Figure 1. Track usage over the die (run 1).
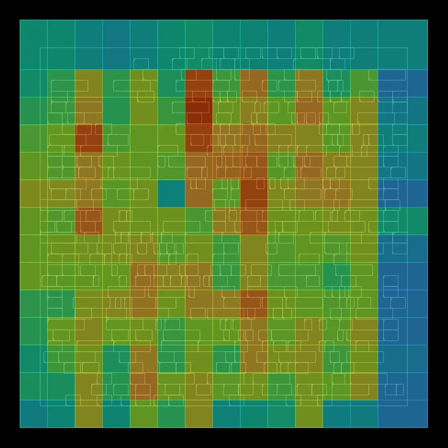
Figure 2. Power grid (run 1).
Scale bar: 20 um. Pins as bars on the die edge. Tap cells in gray.
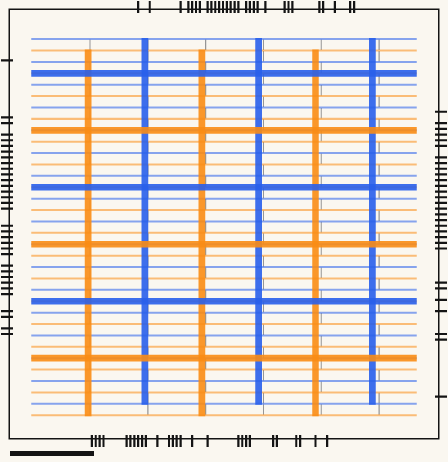
Figure 3. Zoomed window (run 1).
Window x 64 to 89, y 13 to 38 um. Cells in gray, sequential cells in the stronger gray; small squares are vias.
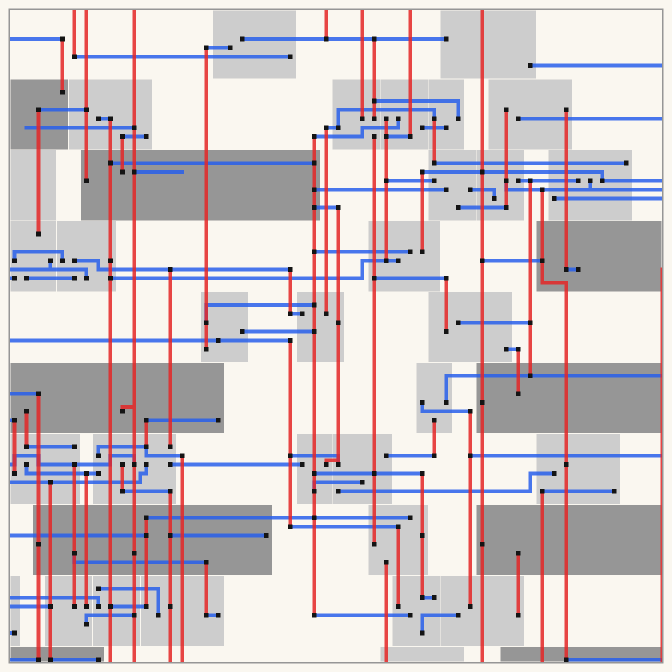
==> src/rtl/cpu_ctrl_pkg.sv <==
// Shared control definitions for the 16-bit CPU: the sequencer state
// encoding and the condition codes used by the sequencer, the decoder
// and the comparator.
package cpu_ctrl_pkg;

    // Sequencer state encoding (3 bits)
    localparam logic [2:0] ST_IDLE    = 3'd0;
    localparam logic [2:0] ST_FETCH   = 3'd1;
    localparam logic [2:0] ST_DECODE  = 3'd2;
    localparam logic [2:0] ST_COMPARE = 3'd3;
    localparam logic [2:0] ST_EXEC    = 3'd4;
    localparam logic [2:0] ST_HALTED  = 3'd5;

    typedef enum logic [2:0] {
        S_IDLE    = ST_IDLE,
        S_FETCH   = ST_FETCH,
        S_DECODE  = ST_DECODE,
        S_COMPARE = ST_COMPARE,
        S_EXEC    = ST_EXEC,
        S_HALTED  = ST_HALTED
    } seq_state_t;

    // Condition codes driven to the comparator
    localparam int COND_W = 5;

    localparam logic [COND_W-1:0] COND_EQ       = 5'b00000;
    localparam logic [COND_W-1:0] COND_NE       = 5'b00001;
    localparam logic [COND_W-1:0] COND_GT       = 5'b00010;
    localparam logic [COND_W-1:0] COND_LT       = 5'b00011;
    localparam logic [COND_W-1:0] COND_Z        = 5'b00100;
    localparam logic [COND_W-1:0] COND_NEG      = 5'b00101;
    localparam logic [COND_W-1:0] COND_ALL1     = 5'b00110;
    localparam logic [COND_W-1:0] COND_IMM_EQ   = 5'b01000;
    localparam logic [COND_W-1:0] COND_IMM_NE   = 5'b01001;
    localparam logic [COND_W-1:0] COND_IMM_GT   = 5'b01010;
    localparam logic [COND_W-1:0] COND_IMM_LT   = 5'b01011;
    // Any code with the MSB set selects the ALU-zero flag
    localparam logic [COND_W-1:0] COND_ALU_ZERO = 5'b10000;

    // True for codes the comparator evaluates; all others never jump.
    function automatic logic cond_defined(input logic [COND_W-1:0] code);
        logic ok;
        ok = 1'b0;
        if (code[4])
            ok = 1'b1;
        else if (code <= COND_ALL1)
            ok = 1'b1;
        else if ((code >= COND_IMM_EQ) && (code <= COND_IMM_LT))
            ok = 1'b1;
        return ok;
    endfunction

endpackage

==> src/rtl/branch_sequencer.sv <==
// Instruction sequencer: owns the PC, fetches one instruction word per
// step over a req/ack handshake, resolves conditional branches through
// the external comparator, waits on multi-cycle datapath ops and handles
// start/halt. All outputs come straight from registers.
module branch_sequencer
    import cpu_ctrl_pkg::*;
#(
    parameter int               ADDR_W   = 16,
    parameter logic [ADDR_W-1:0] RESET_PC = '0
) (
    input  logic              clk,
    input  logic              reset_n,
    input  logic              start,
    input  logic              halt_req,
    output logic              imem_req,
    output logic [ADDR_W-1:0] imem_addr,
    input  logic              imem_ack,
    input  logic [15:0]       imem_data,
    output logic [15:0]       ir,
    output logic              ir_valid,
    input  logic              dec_branch,
    input  logic              dec_halt,
    input  logic [COND_W-1:0] dec_cond,
    input  logic [ADDR_W-1:0] dec_target,
    output logic [COND_W-1:0] cmp_cond,
    input  logic              cmp_jump,
    input  logic              exec_done,
    output logic [ADDR_W-1:0] pc,
    output logic              branch_taken,
    output logic              halted,
    output logic [15:0]       retired
);

    seq_state_t        state;
    logic [ADDR_W-1:0] pc_inc;
    logic [15:0]       retired_inc;

    // Sequential successors; both wrap naturally at their width
    assign pc_inc      = pc + ADDR_W'(1);
    assign retired_inc = retired + 16'd1;

    // pc is a register, so the fetch address is registered as well
    assign imem_addr = pc;

    // Sequencer FSM together with the PC, IR, retire counter and outputs
    always_ff @(posedge clk or negedge reset_n) begin
        if (!reset_n) begin
            // NOTE: every state register uses <= so all of them update from
            // the same pre-edge values; = here would create ordering races.
            state        <= S_IDLE;
            pc           <= RESET_PC;
            ir           <= '0;
            retired      <= '0;
            cmp_cond     <= '0;
            imem_req     <= 1'b0;
            ir_valid     <= 1'b0;
            branch_taken <= 1'b0;
            halted       <= 1'b0;
        end else begin
            // Single-cycle pulses fall back to 0 unless set below
            ir_valid     <= 1'b0;
            branch_taken <= 1'b0;

            case (state)
                S_IDLE: begin
                    if (start) begin
                        if (halt_req) begin
                            state  <= S_HALTED;
                            halted <= 1'b1;
                        end else begin
                            state    <= S_FETCH;
                            imem_req <= 1'b1;
                        end
                    end
                end

                // Request stays up until the memory acknowledges
                S_FETCH: begin
                    if (imem_ack) begin
                        ir       <= imem_data;
                        imem_req <= 1'b0;
                        ir_valid <= 1'b1;
                        state    <= S_DECODE;
                    end
                end

                // Decoder outputs are combinational on ir and valid here
                S_DECODE: begin
                    if (dec_halt) begin
                        retired <= retired_inc;
                        halted  <= 1'b1;
                        state   <= S_HALTED;
                    end else if (dec_branch) begin
                        cmp_cond <= dec_cond;
                        state    <= S_COMPARE;
                    end else begin
                        state <= S_EXEC;
                    end
                end

                // cmp_cond has been stable for this cycle, so cmp_jump is settled
                S_COMPARE: begin
                    if (cmp_jump) begin
                        pc           <= dec_target;
                        branch_taken <= 1'b1;
                    end else begin
                        pc <= pc_inc;
                    end
                    retired <= retired_inc;
                    if (halt_req) begin
                        halted <= 1'b1;
                        state  <= S_HALTED;
                    end else begin
                        imem_req <= 1'b1;
                        state    <= S_FETCH;
                    end
                end

                // Multi-cycle datapath op; halt_req only acts once it completes
                S_EXEC: begin
                    if (exec_done) begin
                        pc      <= pc_inc;
                        retired <= retired_inc;
                        if (halt_req) begin
                            halted <= 1'b1;
                            state  <= S_HALTED;
                        end else begin
                            imem_req <= 1'b1;
                            state    <= S_FETCH;
                        end
                    end
                end

                // Resume fetching from the current pc
                S_HALTED: begin
                    if (start && !halt_req) begin
                        halted   <= 1'b0;
                        imem_req <= 1'b1;
                        state    <= S_FETCH;
                    end
                end

                default: begin
                    state    <= S_IDLE;
                    imem_req <= 1'b0;
                    halted   <= 1'b0;
                end
            endcase
        end
    end

endmodule
==> config.mk <==
export PLATFORM = sky130hd
export DESIGN_NAME = branch_sequencer
export DESIGN_NICKNAME = d
export VERILOG_FILES = /design/src/rtl/cpu_ctrl_pkg.sv /design/src/rtl/branch_sequencer.sv
export SDC_FILE = /design/constraint.sdc
export NUM_CORES = 1
export LEC_CHECK = 0
export ABC_CLOCK_PERIOD_IN_PS = 5300
export CAP_MARGIN = 20
export CORE_MARGIN = 5
export CORE_UTILIZATION = 37
export DETAILED_ROUTE_END_ITERATION = 16
export PLACE_DENSITY_LB_ADDON = 0.12
export RECOVER_POWER = 50
export SYNTH_ARGS = -nofsm -noshare
export SYNTH_HDL_FRONTEND = slang
export SYNTH_SLANG_ARGS = --single-unit
==> constraint.sdc <==
create_clock -name clk -period 5.3 [get_ports clk]
set_input_delay 1.06 -clock clk [delete_from_list [all_inputs] [get_ports clk]]
set_output_delay 1.06 -clock clk [all_outputs]
set_load 0.03 [all_outputs]
==> job_summary.md, run 1 <==
### Flow metrics

| Metric | Value |
|---|---|
| Worst slew pin tran | 0.980 ns |
| Worst Path Max Fanout | 11 |
| Syn Inst Count | 291 |
| Largest net degree at the start of global routing | 61 |
| Area added between synthesis and finish | 39.9% |
| Post-layout min period | 3.14 ns |
| RR Endpoint | ir[11]$_DFFE_PN0P_ |
| Status | completed |
| CP required | 5.52 ns |
| CTS Sinks | 60 |
| Pre-antenna DRT Iters | 5 |
| Max clock buf depth | 2 |
| Cell variety after synth | 55 |
| Min-delay src | retired[15]$_DFFE_PN0P_ |
| Slew Limit Fails | 0 |
| Final ANT Viol Nets | 0 |
| GR Overflow Total | 0 |
| Init Core Util | a little under two fifths |
| Insertion delay at the late pin of the worst-skew pair | 0.33 ns |
| Hold EP | retired[15]$_DFFE_PN0P_ |
| Die ar. | ~0.010 mm2 |
| Top cells by area | dfrtp_1, mux2_2, buf_4, nand2_1, xor2_1 |
| Startpoint Class | primary input |
| CP Data Arrival Time | between 3 and 4 ns |
| Vias per Instance | roughly 5.2 |
| Setup CP Type | primary input to flip-flop |
| F_max | 318 MHz |
| Cts-stage hold buffer count | 0 |
| First-pass GRT wire length | 12600 um |
| Pwr Total | around 2700 uW |
| CTS H-Tree Depth | 3 |
| Worst Hold Depth | 1 |
| Gpl congestion | 0.760 |
| Post-Synthesis Cell Area | around 0.0031 mm2 |
| Worst min path class | flip-flop to flip-flop |
| Vias | 2614 |
| Max Cap Violations | 0 |
| CTS tree | done |
| VDD IR max | 0.320 mV |
| DRC Markers | 0 |
| # IOs | 119 |
| Number of enable flip-flop cells | 0 |
| Setup Skew | 0.00792 ns |
| Initial DRC Count | 73 |
| Tool warnings | 26 |
| Ys async rst share | 100% |
| Avg Inst Size Synth | 10.8 um2 |
-- Figure 1 (at the start) --
routed wire length per instance: 15.6 um
GR Util met1: 18.6%

-- Figure 2 (at the start) --
color	net
orange	VSS
blue	VDD
rows	33
signal pins	119
tap cells	105
met1 rails	34
met5 straps	6

-- Figure 3 (at the start) --
color	layer
blue	met1
red	met2
netlist names of flops here include	`retired` (6)
sequential cells in the window	6
cells with their middle in the window	34
most frequent	xor2_1 (6), dfrtp_1 (6), nor3_1 (5)

## run 1: kinds of logic (layout without fill, tap and decap cells)
kind of cell,after synthesis,count (layout),share of synthesized area (%)
compound gates,58,58,13.1
xor+xnor,15,15,4.18
fa+ha+maj,2,2,0.796
buf+inv,36,142,7.17
flops,60,60,47.8
mux,26,26,9.16
simple gates,94,94,17.8
## run 1: state kept, by name, summed over array words and instances (netlist names)
signal and cells:
branch_taken 1, imem_addr 16, ir_valid 1, imem_req 1, ir 16, state 3, retired 16, halted 1
cmp_cond 5
## run 1: metal layers
| layer | part of all wire [%] | vias up | GRT usage (%) |
|---|---|---|---|
| li1 | - | 1270 | - |
| met1 | 41 | 1244 | 18.6 |
| met2 | 49 | 93 | 25.3 |
| met3 | 9.3 | 7 | 6.96 |
| met4 | 0.89 | 0 | 3.63 |
| met5 | 0 | - | 0 |
## run 1: cell type report
type | instances | area [um2]
fillers | 787 | 3860
flip-flops and latches | 60 | 1500
multi-input cells | 195 | 1380
repair buffers | 120 | 1190
clock buffers | 13 | 159
well taps | 105 | 131
inverters | 7 | 26.3
clock inverters | 2 | 10.0
## run 1: placed cells by master, fill, tap and decap left out, types with 7 or more instances in the layout
cell	count
clkdlybuf4s50_1	112
dfrtp_1	60
nand2_1	21
mux2_2	20
nand3_1	13
o21ai_0	13
nand4_1	12
clkbuf_8	11
nor2_1	9
a21oi_1	9
xor2_1	9
nor3_1	7
## run 1: power breakdown
group          total, uW  leakage [uW]  switching, uW  internal (uW)
Clock                362     0.0000893            170            191
Sequential           853      0.000716            215            638
Combinational       1460      0.000979            808            648
Total               2670       0.00178           1190           1480
## run 1: worst max path at each step
stage	endpoint
6_report	ir[11]$_DFFE_PN0P_
5_1_grt	ir[8]$_DFFE_PN0P_
4_1_cts	imem_addr[3]
3_5_place_dp	imem_addr[9]$_DFFE_PN0P_
3_3_place_gp	ir[14]$_DFFE_PN0P_
2_1_floorplan	ir[10]$_DFFE_PN0P_
## run 1: synthesized netlist by cell type, drive strengths merged, types with 3 or more instances
cell type and count:
dfrtp 60, mux2i 4, nand2b 5, and3 4, a221o 3, nand3 13
and4 3, o311ai 3, buf 26, nor2 9, nand2 21, nor3 7
xor2 9, a2bb2oi 5, inv 6, xnor2 6, mux2 22, clkbuf 3
o21ai 13, nor4 4, o21bai 3, o22ai 3, nor3b 3, a21oi 10
nand4 12
## run 1: worst max-delay path, stage by stage
cell and delay, ns:
dlygate4sd3_1 0.54, nand2_1 0.07, nor3_1 0.78, clkbuf_1 0.50, mux2_2 0.40
## run 1: per-stage QoR
stage / std cells / area [um2] / hold WS, ns / util [%]
2_1_floorplan: 291 / 3140 / 0.649 / -
3_3_place_gp: 486 / 4260 / 0.456 / 51.6
3_5_place_dp: 487 / 4270 / 0.460 / 51.7
4_1_cts: 502 / 4440 / 0.480 / 53.7
5_1_grt: 502 / 4400 / 0.498 / 53.2
6_report: 502 / 4400 / 0.476 / 53.2
Figure 4. Sequential cells colored by netlist name (run 1).
Other sequential cells in the stronger gray, the rest of the logic in the fainter gray.
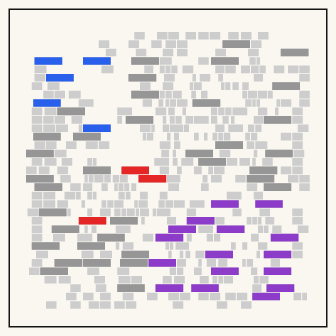

==> inputs of run 2 (changes only) <==
Settings changed: ABC_CLOCK_PERIOD_IN_PS 5300 to 3200.
Clock period 5.3 ns to 3.2 ns, I/O delays scaled along.
Figure 5. Sequential cells colored by netlist name (run 2).
Other sequential cells in the stronger gray, the rest of the logic in the fainter gray.
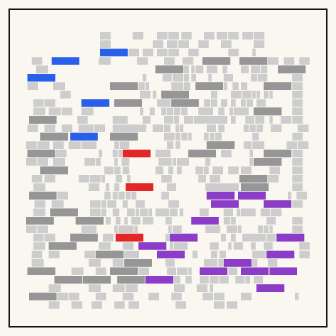
color	name in the netlist	flops
red	`state`	3
purple	`retired`	16
blue	`cmp_cond`	5
sequential power: 1410 uW
FF/Latch Area: 0.00150 mm2
fraction of area in registers: 33.3%
Core Util, Final: 54.6%

Figure 6. Zoomed window (run 2).
Window x 64 to 89, y 13 to 38 um. Cells in gray, sequential cells in the stronger gray; small squares are vias.
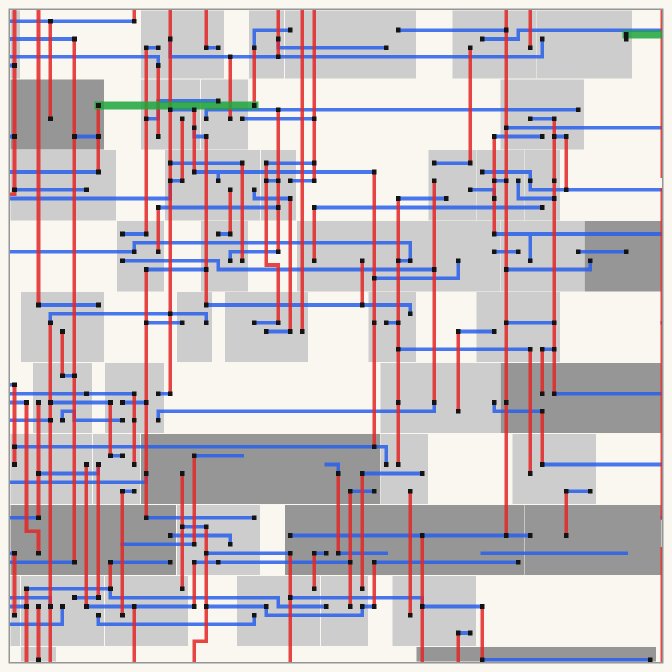
color	layer
green	met3
red	met2
blue	met1
cells with their middle in the window	41
netlist names of flops here include	`retired` (5)
sequential cells in the window	5
most frequent	xor2_1 (7), nand3_1 (5), dfrtp_1 (5)

==> run 2 against run 1 <==
Global-route usage increased by 0.67 points. Register-to-register slack got worse by 1.7 ns. Sequential power increased by 65%. Combinational power increased by 67%. Via count increased by 2.0%. Die area unchanged. Largest cell class unchanged.
==> job_summary.md, run 2 <==
### Flow metrics

| Metric | Value |
|---|---|
| CP endpoint | imem_addr[9]$_DFFE_PN0P_ |
| Final ANT Viol Nets | 0 (unchanged) |
| VDD IR max | 0.607 mV (+90%) |
| Logic pwr share | 51.9% (-2.6 points) |
| Setup Skew | 0.00813 ns (+0.000209 ns) |
| Setup CP Type | primary input to flip-flop |
| Area added between synthesis and finish | 43.4% |
| Initial DRC Count | 58 (-21%) |
| CTS Sinks | 60 (unchanged) |
| Startpoint Class | primary input |
| Init Core Util | 38.0% (unchanged) |
| Clock share of power | 18.1% (+4.6 points) |
| Internal | 2690 uW (+82%) |
| Syn Inst Count | 291 (unchanged) |
| Reg power frac | 30.0% (-1.9 points) |
| Layout filler cell count | 775 (-1.5%) |
| GR Overflow Total | 0 (unchanged) |
| Worst Path Max Fanout | 16 (+5) |
| Die ar. | 0.0104 mm2 (unchanged) |
| Status | completed |
| # IOs | 119 (unchanged) |
| CTS H-Tree Depth | 3 (unchanged) |
| Insertion delay at the late pin of the worst-skew pair | 0.34 ns (about the same) |
| DRC Markers | 0 (unchanged) |
| Ys async rst share | 100% (unchanged) |
| Gpl congestion | 0.812 (+6.8%) |
| Net switching power | 2000 uW (+67%) |
| Hold_ws | 0.490 ns (+0.0140 ns) |
| Switch share | 42.5% (-2.1 points) |
| CTS tree | done |
| Pre-antenna DRT Iters | 4 (-1) |
| Post-Synthesis Cell Area | 0.00314 mm2 (unchanged) |
| Largest net degree at the start of global routing | 26 (-57%) |
| Max incr delay on CP | 0.56 ns (-0.22 ns) |
| Worst path cell trace | dlygate4sd3_1 > and4bb_1 > a21oi_2 > o41ai_1 > a211o_1 |
| Tool warnings | 26 (unchanged) |
| Vias per Instance | 5.29 (+1.6%) |
| Cts-stage hold buffer count | 0 (unchanged) |
| CP Data Arrival Time | 2.52 ns (-0.84 ns) |
| Avg Inst Size Synth | 10.8 um2 (unchanged) |
| Max Cap Violations | 0 (unchanged) |
| CP required | 3.43 ns (-2.09 ns) |
| Number of enable flip-flop cells | 0 (unchanged) |
| Max clock buf depth | 2 (unchanged) |
| Vias | 2666 (+2.0%) |
| Min-delay src | retired[12]$_DFFE_PN0P_ |
| Commonest non-fill, non-tap cell in the layout | clkdlybuf4s50_1 |
| F_max | approximately 440 MHz |
Figure 7. Track usage over the die (run 2).
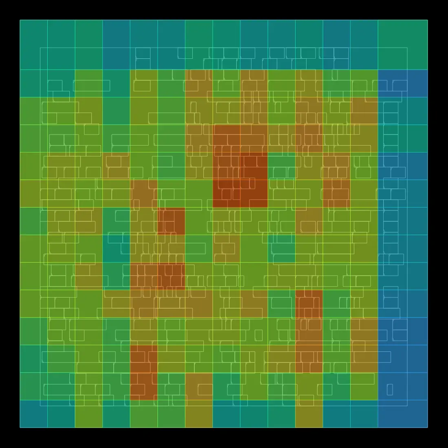
routed wire length per instance: 15.8 um
Total GRT Usage: 16.1%
GR met2 Demand/Resource: 25.0%
gr busiest metal: met2

[run 2: cell count changes in the layout (fill, tap and decap cells not counted), sizes merged]
cell	before	now
clkbuf	14	16
clkdlybuf4s50	112	115
dlygate4sd3	5	2
clkinv	3	2
buf	2	0
bufinv	0	3
[run 2: cells by family after synthesis]
kind of cell / after synthesis / share of synthesized area, %
fa+ha+maj: 2 / 0.796
flops: 60 / 47.8
buf+inv: 36 / 7.17
xor+xnor: 15 / 4.18
compound gates: 58 / 13.1
mux: 26 / 9.16
simple gates: 94 / 17.8
[run 2: how the worst min path moves through the flow]
stage | cells after the start | end
2_1_floorplan | 0 | branch_taken$_DFF_PN0_
3_3_place_gp | 1 | retired[12]$_DFFE_PN0P_
3_5_place_dp | 1 | retired[12]$_DFFE_PN0P_
4_1_cts | 1 | ir[7]$_DFFE_PN0P_
5_1_grt | 1 | ir[15]$_DFFE_PN0P_
6_report | 1 | retired[12]$_DFFE_PN0P_
[run 2: layout make-up]
type | instances | area (um2) | share of cell area [%]
inverter | 7 | 26.3 | 0.583
clock inverter | 4 | 95.1 | 2.11
multi-input combinational | 195 | 1410 | 31.3
clock buffer | 12 | 155 | 3.44
tap | 105 | 131 | 2.92
timing repair buffer | 121 | 1190 | 26.3
sequential | 60 | 1500 | 33.3
[run 2: power groups by stage]
stage / Combinational, uW / Sequential [uW] / Clock, uW
6_report: 2440 / 1410 / 848
5_1_grt: 2610 / 1470 / 908
2_1_floorplan: 1160 / 1870 / 0
3_3_place_gp: 2450 / 1410 / 0
3_5_place_dp: 2460 / 1420 / 0
4_1_cts: 2470 / 1410 / 876
[run 2: worst max-delay path, delay by kind of cell]
family / cells / cell delay (ns)
AND-OR/OR-AND: 3 / 1.04
AND/OR/NAND/NOR: 1 / 0.27
buffers and inverters: 1 / 0.56
[run 2: stage by stage]
stage | cells | cell area (um2) | setup slack [ns] | util, %
final | 504 | 4510 | 0.907 | 54.6
after global routing | 504 | 4510 | 0.563 | 54.6
after CTS | 504 | 4520 | 0.939 | 54.8
after detailed placement | 488 | 4270 | 0.698 | 51.7
after global placement | 488 | 4270 | 0.717 | 51.7
after floorplan | 291 | 3140 | 1.38 | -
[run 2: routing by layer]
layer  part of all wire, %  GRT usage, %  wire [um]  vias to the layer above
met4                  0.67          4.24         53                        0
met2                    48          25.0       3780                       85
met5                     0             0          0                        -
li1                      -             -          -                     1262
met3                   9.3          7.78        743                        4
met1                    42          20.2       3380                     1315
Figure 8. Signal wires by layer (run 2).
Two of the layers only.
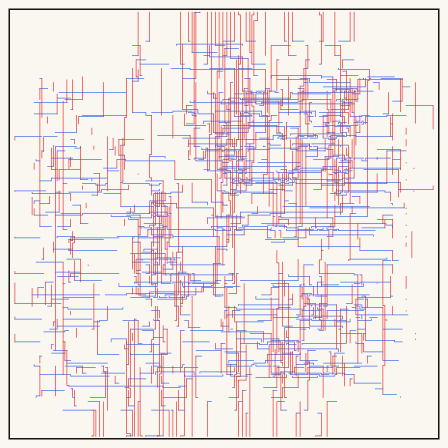

==> inputs of run 3 (changes only) <==
Settings changed: ABC_CLOCK_PERIOD_IN_PS 3200 to 2300.
Clock period 3.2 ns to 2.3 ns, I/O delays scaled along.
Figure 9. Signal wires by layer (run 3).
Two of the layers only.
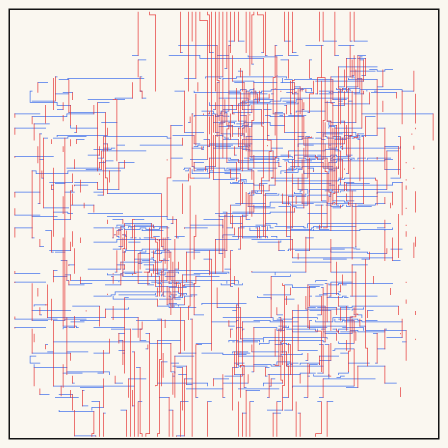
color	layer	wire length
blue	met1	3360 um
red	met2	3690 um

Figure 10. Zoomed window (run 3).
Window x 64 to 89, y 13 to 38 um. Cells in gray, sequential cells in the stronger gray; small squares are vias.
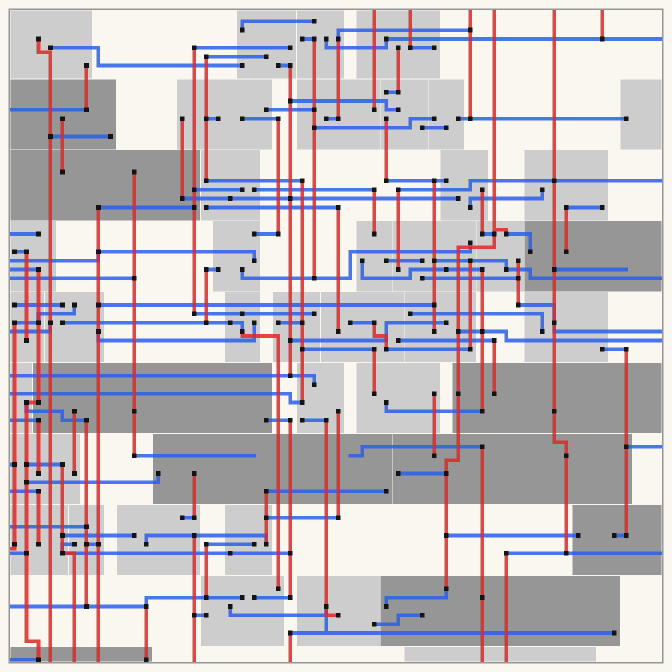
color	layer
red	met2
blue	met1
netlist names of flops here include	`retired` (7)
cells with their middle in the window	39
most frequent	xor2_1 (9), dfrtp_1 (7)
sequential cells in the window	7

Figure 11. Sequential cells colored by netlist name (run 3).
Other sequential cells in the stronger gray, the rest of the logic in the fainter gray.
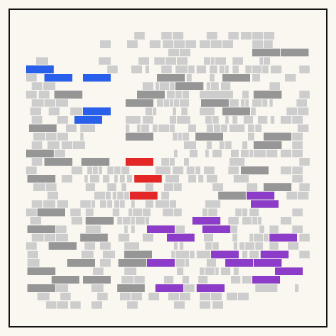
color	name in the netlist	flops
blue	`cmp_cond`	5
purple	`retired`	16
red	`state`	3
sequential power: 1930 uW
fraction of area in registers: 33.4%

==> run 3 against run 2 <==
Hold slack worse by 0.088 ns. Highest routed layer unchanged. Largest power group unchanged. Flip-flop count unchanged. Critical path type is now flip-flop to primary output. Critical path depth down 4. Sequential power up 37%. Power up 35%. Clock-buffer cell count up 1.
==> job_summary.md, run 3 <==
### Flow metrics

| Metric | Value |
|---|---|
| Status | completed |
| Tool warnings | 26 (unchanged) |
| DRC Markers | 0 (unchanged) |
| CP Data Arrival Time | 1.59 ns (-0.93 ns) |
| Mux frac, synth | 9.16% (unchanged) |
| Vias per Instance | 5.17 (-2.3%) |
| Setup CP Type | flip-flop to primary output |
| Max incr delay on CP | 0.74 ns (+0.18 ns) |
| Max Cap Violations | 0 (unchanged) |
| Adders+Majority by Area | 0.796% (unchanged) |
| Worst Path Max Fanout | 11 (-5) |
| Final ANT Viol Nets | 0 (unchanged) |
| DP Worst Slack | 0.0520 ns (-0.646 ns) |
| Hold_ws | 0.402 ns (-0.0880 ns) |
| Number of enable flip-flop cells | 0 (unchanged) |
| Post-Synthesis Cell Area | 0.00314 mm2 (unchanged) |
| Yosys xor share | 4.18% (unchanged) |
| Compound-Gate Fraction of Synth Area | 13.1% (unchanged) |
| Insertion delay at the late pin of the worst-skew pair | 0.33 ns (about the same) |
| F_max | 487 MHz |
| Total GRT Usage | 16.0% (-0.065 points) |
| Initial DRC Count | 83 (+43%) |
| Cts-stage hold buffer count | 0 (unchanged) |
| DP Area | 0.00434 mm2 (+1.5%) |
| GR Overflow Total | 0 (unchanged) |
| AND/OR/NAND/NOR Cells, Area Fraction | 17.8% (unchanged) |
| Init Core Util | 38.0% (unchanged) |
| # IOs | 119 (unchanged) |
| Routed wire length per instance | 15.4 um (-2.3%) |
| Largest net degree at the start of global routing | 40 (+54%) |
| Avg Inst Size Synth | 10.8 um2 (unchanged) |
| Commonest non-fill, non-tap cell in the layout | clkdlybuf4s50_1 |
| Max clock buf depth | 2 (unchanged) |
| Final Non-Filler Cells | 510 (+1.2%) |
| Area added between synthesis and finish | 43.2% |
| CTS H-Tree Depth | 3 (unchanged) |
| CP top delay family | buffers and inverters |
| Gpl congestion | 0.807 (-0.55%) |
## run 3: cell families after synthesis
kind of cell / Yosys count
xor gates and xnor gates: 15
buffers and inverters: 36
AOI/OAI and AO/OA: 58
and+or+nand+nor: 94
DFF: 60
muxes: 26
adders and majority gates: 2
## run 3: final timing paths
check / startpoint / depth (start not counted) / slack, ns / endpoint
worst max-delay path: imem_addr[3]$_DFFE_PN0P_ / 1 / 0.25 / pc[3]
worst min-delay path: reset_n / 1 / 0.40 / imem_addr[11]$_DFFE_PN0P_
worst max register to register: state[1]$_DFFE_PN0P_ / 4 / 0.39 / imem_addr[9]$_DFFE_PN0P_
worst min register to register: retired[12]$_DFFE_PN0P_ / 1 / 0.49 / retired[12]$_DFFE_PN0P_
max in group asynchronous: reset_n / 2 / 1.08 / imem_addr[1]$_DFFE_PN0P_
min in group clk: retired[12]$_DFFE_PN0P_ / 1 / 0.49 / retired[12]$_DFFE_PN0P_
## run 3: layout make-up
class | instances | area (um2)
Fill cell | 756 | 3760
Sequential cell | 60 | 1500
Multi-Input combinational cell | 195 | 1400
Timing Repair Buffer | 128 | 1260
Clock buffer | 13 | 149
Tap cell | 105 | 131
Clock inverter | 2 | 35.0
Inverter | 7 | 26.3
## run 3: routing by layer
layer  up-vias  global-route usage [%]  wire length, um
met5         -                       0                0
met4         0                    5.15               67
met3         7                    6.55              751
met2       105                    24.7             3690
met1      1247                    20.6             3360
li1       1277                       -                -
## run 3: metrics by stage
step / power (uW) / util, %
final: 6310 / 54.5
after global routing: 6740 / 54.5
after CTS: 6400 / 54.8
after detailed placement: 5460 / 52.5
after global placement: 5440 / 52.5
after floorplan: 4200 / -
## run 3: power breakdown
part           switching (uW)  internal, uW  leakage [uW]  total, uW
Combinational            1920          1550       0.00103       3470
Sequential                459          1470      0.000716       1930
Clock                     382           524     0.0000935        906
No activity file was given, so power comes from the tool's default toggle rates.
